### Routed metal per tile

Drawn at 3 px/um. 22 x 12 tiles, from dark purple (low) to yellow (high), scaled to the fullest tile. Values are wire area over tile area, all layers added.
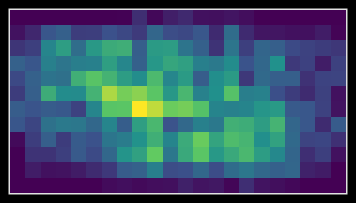
### Signal wires by layer

Drawn at 4 px/um. Two of the layers only.
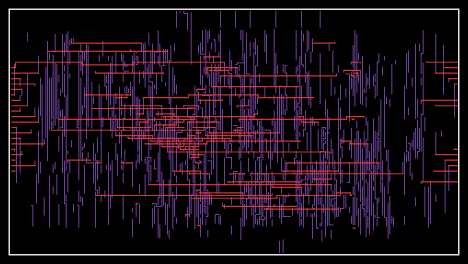
`src/rtl/alu_and_dec_div.sv`:
```
// Start/done coprocessor beside the main ALU: AND and decrement finish on the capture edge,
// unsigned divide/modulo runs a restoring divider, one quotient bit per clock.
module alu_and_dec_div #(
  parameter int WIDTH = 8
) (
  input  logic             clk,
  input  logic             rst,
  input  logic             start,
  input  logic [1:0]       op,
  input  logic [WIDTH-1:0] operand1,
  input  logic [WIDTH-1:0] operand2,
  output logic [WIDTH-1:0] result,
  output logic [WIDTH-1:0] rest,
  output logic [4:0]       flags,
  output logic             busy,
  output logic             done
);

  localparam logic [1:0] OP_AND = 2'b00;
  localparam logic [1:0] OP_DEC = 2'b01;
  localparam logic [1:0] OP_DIV = 2'b10;
  localparam logic [1:0] OP_MOD = 2'b11;
  localparam int CNT_W = $clog2(WIDTH + 1);

  logic [1:0]       op_q;
  logic [WIDTH-1:0] rem_q, quo_q, dsr_q;
  logic [CNT_W-1:0] cnt_q;
  logic [WIDTH:0]   rem_sh, trial;
  logic [WIDTH-1:0] rem_nxt, quo_nxt, and_res, dec_res;
  logic             last_iter, dec_carry, dec_ovf;

  // Flag vector {overflow, parity(even), sign, carry, zero} from the new result
  function automatic logic [4:0] make_flags(input logic [WIDTH-1:0] res,
                                            input logic c, input logic v);
    make_flags = {v, ~^res, res[WIDTH-1], c, (res == '0)};
  endfunction

  always_comb begin
    rem_sh    = {rem_q, quo_q[WIDTH-1]};
    trial     = rem_sh - {1'b0, dsr_q};
    rem_nxt   = trial[WIDTH-1:0];
    quo_nxt   = {quo_q[WIDTH-2:0], 1'b1};
    // Borrow means the divisor did not fit: restore the shifted remainder
    if (trial[WIDTH]) begin
      rem_nxt = rem_sh[WIDTH-1:0];
      quo_nxt = {quo_q[WIDTH-2:0], 1'b0};
    end
    last_iter = (cnt_q == CNT_W'(WIDTH - 1));
    and_res   = operand1 & operand2;
    dec_res   = operand1 - WIDTH'(1);
    dec_carry = (operand1 == '0);
    dec_ovf   = (operand1 == {1'b1, {(WIDTH-1){1'b0}}});
  end

  always_ff @(posedge clk or posedge rst) begin
    if (rst) begin
      result <= '0;
      rest   <= '0;
      flags  <= '0;
      busy   <= 1'b0;
      done   <= 1'b0;
      op_q   <= OP_AND;
      rem_q  <= '0;
      quo_q  <= '0;
      dsr_q  <= '0;
      cnt_q  <= '0;
    end else begin
      done <= 1'b0;
      if (busy) begin
        rem_q <= rem_nxt;
        quo_q <= quo_nxt;
        cnt_q <= cnt_q + CNT_W'(1);
        if (last_iter) begin
          busy   <= 1'b0;
          done   <= 1'b1;
          result <= (op_q == OP_DIV) ? quo_nxt : rem_nxt;
          rest   <= rem_nxt;
          flags  <= make_flags((op_q == OP_DIV) ? quo_nxt : rem_nxt, 1'b0, (dsr_q == '0));
        end
      end else if (start) begin
        case (op)
          OP_AND: begin
            result <= and_res;
            rest   <= '0;
            flags  <= make_flags(and_res, 1'b0, 1'b0);
            done   <= 1'b1;
          end
          OP_DEC: begin
            result <= dec_res;
            rest   <= '0;
            flags  <= make_flags(dec_res, dec_carry, dec_ovf);
            done   <= 1'b1;
          end
          OP_DIV, OP_MOD: begin
            op_q  <= op;
            rem_q <= '0;
            quo_q <= operand1;
            dsr_q <= operand2;
            cnt_q <= '0;
            busy  <= 1'b1;
          end
          default: ;
        endcase
      end
    end
  end

endmodule

```
`config.mk`:
```
export PLATFORM = sky130hd
export DESIGN_NAME = alu_and_dec_div
export DESIGN_NICKNAME = d
export VERILOG_FILES = /design/src/rtl/alu_and_dec_div.sv
export SDC_FILE = /design/constraint.sdc
export NUM_CORES = 1
export LEC_CHECK = 0
export ABC_AREA = 1
export CORE_AREA = 2 2 110 59
export DETAILED_ROUTE_END_ITERATION = 8
export DIE_AREA = 0 0 112 61
export PLACE_DENSITY = 0.94
export RECOVER_POWER = 50
export SKIP_LAST_GASP = 1
export SLEW_MARGIN = 20
export SYNTH_ARGS = -nofsm -noshare
export SYNTH_HDL_FRONTEND = slang
export SYNTH_SLANG_ARGS = --single-unit
```
`constraint.sdc`:
```
create_clock -name clk -period 8.15 [get_ports clk]
set_clock_uncertainty 0.15 [all_clocks]
set_input_delay 2.0375 -clock clk [delete_from_list [all_inputs] [get_ports clk]]
set_output_delay 2.0375 -clock clk [all_outputs]
set_load 0.005 [all_outputs]
```
==> commit_impl_results.txt <==
Log flow metrics for this revision

- CTS resizes: 0
- In this run the deepest clock path goes through 2 buffers.
- Worst Path Max Fanout: 6
* R2r startpoint: quo_q[7]
- After clock tree synthesis, the clock-pin slew on the worst setup and hold paths is 0.07 ns.
- Walking the critical path from launch to capture passes 12 cell instances.
* Cts-stage hold buffer count: 0
- Max-slew violation total from the final report: 53
- Total non-filler cell area in the finished layout: 4031 sq um
* Insertion delay to the later sink of the worst-skew pair: 0.30 ns
- Setup total negative slack on the finished layout was measured at 0 ns.
- The critical path's slowest stage uses the library cell sky130_fd_sc_hd__clkdlybuf4s50_1.
* Post-synthesis cell type with the largest combined area: sky130_fd_sc_hd__dfrtp_1
- Worst Setup End Kind: register
- Measured slew at the worst slew-check pin: 2.311 ns
- Worst vdd ir: 362.2 uV
* Worst setup path category: in2reg
- For this run, the script counts the antenna cells in the layout as 0.
* Final nets: 544
- Routed wl met2: 3879 um
- H-tree level count: 2
* Area share of the leading cell type in the synthesized netlist: 38.04%
- Overall chip area: 6832 sq um
- The number of cells on the worst hold path is listed as 2.
- For this run, the detailed router reports a per-instance via density of 5.763.
- The type recorded for the worst min-delay path is reg2reg.
- STA classifies the critical path startpoint as an input port.
- The initialized floorplan defines 20 standard-cell rows.
* Min-Delay Endpoint: op_q[1]
- Critical hold path startpoint: op_q[1]
- Highest metal used: met4
- Worst setup path endpoint: flags[3]
* Filler cell count: 508
- Sw Share: 48.23%
- Worst max-slew margin expressed relative to the limit: -54.92%
- The synthesis report lists the most area-consuming cells as sky130_fd_sc_hd__dfrtp_1, sky130_fd_sc_hd__nand2_1, sky130_fd_sc_hd__ha_1, sky130_fd_sc_hd__inv_1, sky130_fd_sc_hd__nand3_1.
- Combinational gate power: 1.24 mW
* Delay-heaviest family, CP: buffers and inverters
* DIE HEIGHT: 61 um
- The worst path in the final design needs a cycle of 4.454 ns, including I/O delays and setup.
- Summed over all layers, the global routing overflow is 0.
* Cell internal pwr: 0.9859 mW
- The script extracted a total leakage power of 2.009 nW.
- OpenSTA lists the critical path startpoint as operand1[0].
- Per the detailed placement report, the placed cell area equals 3889 sq um.
- Tally of max-capacitance violations: 1
- The finished layout holds 577 standard cells, fillers aside.
- Per the placement report, the placed cell count is 569.
- Detailed routing placed a total of 1108 um of wire on met3.
- Placed wire-length estimate after detailed placement: 7323 um
- The flow ran to the end, but the final reports show violations.
- TritonCTS reports the number of clock sinks as 52.
- Destination of the worst register-to-register timing path: flags[3]
- Sequential share of the synthesized area: 38.04%
* Via count of the first global-routing pass: 3178
* Cells in synth_stat.txt: 459
* Setup repair after global routing missed its margin: false
- The checks that failed: max-capacitance violations, max-slew violations.
- Largest net degree at the start of global routing: 53
* Fraction of the cycle the final worst path needs: 54.65%
- Cts bufs inserted: 5
- Prior to clock tree synthesis, the placed netlist has a worst setup slack of 3.450 ns.
* Power density of the placed cells: 472.4 nW/um^2
- The power report puts the net switching power at 0.9184 mW.
- Before placement the cells fill 58.42% of the core.
- Fraction of power consumed by the clock network: 11.4%
* Hold slack: 0.3196 ns
- The worst path meets setup with 3.696 ns of slack.
- Cells traversed along the worst timing path: clkdlybuf4s50_1 -> inv_1 -> ha_1 -> nand2_1 -> xor2_1 -> ha_1 -> xnor2_1 -> xnor2_1 -> or2_2 -> nand3_1 -> nand3_1 -> a21oi_1
- # setup viols final: 0
* Tot Pwr: 1.904 mW
- Flops after synth: 52
* Number of library cell types mapped by synthesis: 35
- According to the Yosys statistics, the synthesized design has a chip area of 3421 sq um.
- Antenna-violating nets left: 0
* Highest clock rate: 224.5 MHz
- Violation count after the first detailed-route iteration: 397
- M1 wire length: 4371 um
- Number of instances in the synthesized netlist: 459
* Root buffer cell: sky130_fd_sc_hd__clkbuf_16
- Number of top-level design ports: 44
- In this run the layout overhead on the synthesized area is reported as 17.85%.
* Proportion of power drawn by combinational gates: 65.3%
- Hold-check failures listed in the final report amount to 0.
* Core Footprint: 5856 sq um
- Sequential power: 0.445 mW
- In the final layout, the share of cells above drive strength 1 is 5.600%.
- Crit path DAT: 4.53 ns
About 'Routed metal per tile':
nearly empty tiles	11%
fullest tile	0.76
tiles over half the peak	22%
densest ninth of the die	centre
mean over tiles	0.24
GRT Total Usage: 29.93%
WL/cell: 16.46 um
wire length after detailed routing: 9498 um
overall via count from detail_route: 3325

About 'Signal wires by layer':
layer	colour	wire length
metal 3	red	1110 um
metal 2	purple	3880 um

## logic make-up (layout without fill, tap and decap cells)
logic type	Yosys count	in the layout	synth area share, %
simple gates	229	229	29.11
buf+inv	74	115	8.961
compound gates	66	66	11.30
flops	52	52	38.04
fa+ha+maj	24	24	8.998
xor+xnor	14	14	3.585
## sequential cells by signal, indices dropped and copies added, names as in the netlist
signal	flops
flags	5
op_q	2
cnt_q	4
rest	8
result	7
done	1
quo_q	8
busy	1
rem_q	8
dsr_q	8
## layout make-up
cell class | instances | area [sq um] | share of cell area, %
multi-input combinational | 333 | 1810 | 44.91
sequential | 52 | 1301 | 32.28
timing repair buffer | 45 | 441.7 | 10.96
inverter | 62 | 234.0 | 5.804
clock buffer | 5 | 125.1 | 3.104
tap | 77 | 96.34 | 2.390
clock inverter | 3 | 22.52 | 0.5587
## synth_stat cells
library cell	instances
sky130_fd_sc_hd__dfrtp_1	52
sky130_fd_sc_hd__nor3_1	1
sky130_fd_sc_hd__o31ai_1	1
sky130_fd_sc_hd__nand2_1	145
sky130_fd_sc_hd__nand4_1	8
sky130_fd_sc_hd__nor2_2	2
sky130_fd_sc_hd__o311ai_0	1
sky130_fd_sc_hd__buf_6	3
sky130_fd_sc_hd__o22ai_1	2
sky130_fd_sc_hd__nand3_2	1
sky130_fd_sc_hd__and2_1	6
sky130_fd_sc_hd__a22o_1	1
sky130_fd_sc_hd__clkbuf_1	6
sky130_fd_sc_hd__nor2_1	17
sky130_fd_sc_hd__nand2_4	2
sky130_fd_sc_hd__buf_2	2
sky130_fd_sc_hd__inv_2	3
sky130_fd_sc_hd__fa_1	1
sky130_fd_sc_hd__or2_4	1
sky130_fd_sc_hd__o21ai_1	4
sky130_fd_sc_hd__a21boi_0	2
sky130_fd_sc_hd__or2_2	1
sky130_fd_sc_hd__nand2_2	8
sky130_fd_sc_hd__a21oi_1	11
sky130_fd_sc_hd__ha_1	23
sky130_fd_sc_hd__xor2_1	6
sky130_fd_sc_hd__o21ai_0	31
sky130_fd_sc_hd__a31oi_1	4
sky130_fd_sc_hd__xnor2_1	8
sky130_fd_sc_hd__buf_4	1
sky130_fd_sc_hd__inv_1	57
sky130_fd_sc_hd__a21oi_2	1
sky130_fd_sc_hd__nand3_1	37
sky130_fd_sc_hd__o221ai_1	8
sky130_fd_sc_hd__clkinv_1	2
## layout by cell type, fill, tap and decap left out, types with 4 or more instances in the layout
master	instances
sky130_fd_sc_hd__dfrtp_1	52
sky130_fd_sc_hd__o21ai_1	4
sky130_fd_sc_hd__clkdlybuf4s50_1	41
sky130_fd_sc_hd__a21oi_1	11
sky130_fd_sc_hd__inv_1	56
sky130_fd_sc_hd__o221ai_1	8
sky130_fd_sc_hd__nand4_1	8
sky130_fd_sc_hd__xor2_1	6
sky130_fd_sc_hd__clkbuf_16	5
sky130_fd_sc_hd__nand3_1	37
sky130_fd_sc_hd__and2_1	6
sky130_fd_sc_hd__nand2_1	146
sky130_fd_sc_hd__nor2_1	17
sky130_fd_sc_hd__nand2_2	7
sky130_fd_sc_hd__ha_1	23
sky130_fd_sc_hd__o21ai_0	31
sky130_fd_sc_hd__a31oi_1	4
sky130_fd_sc_hd__xnor2_1	8
Power and IR drop assume default switching activity.
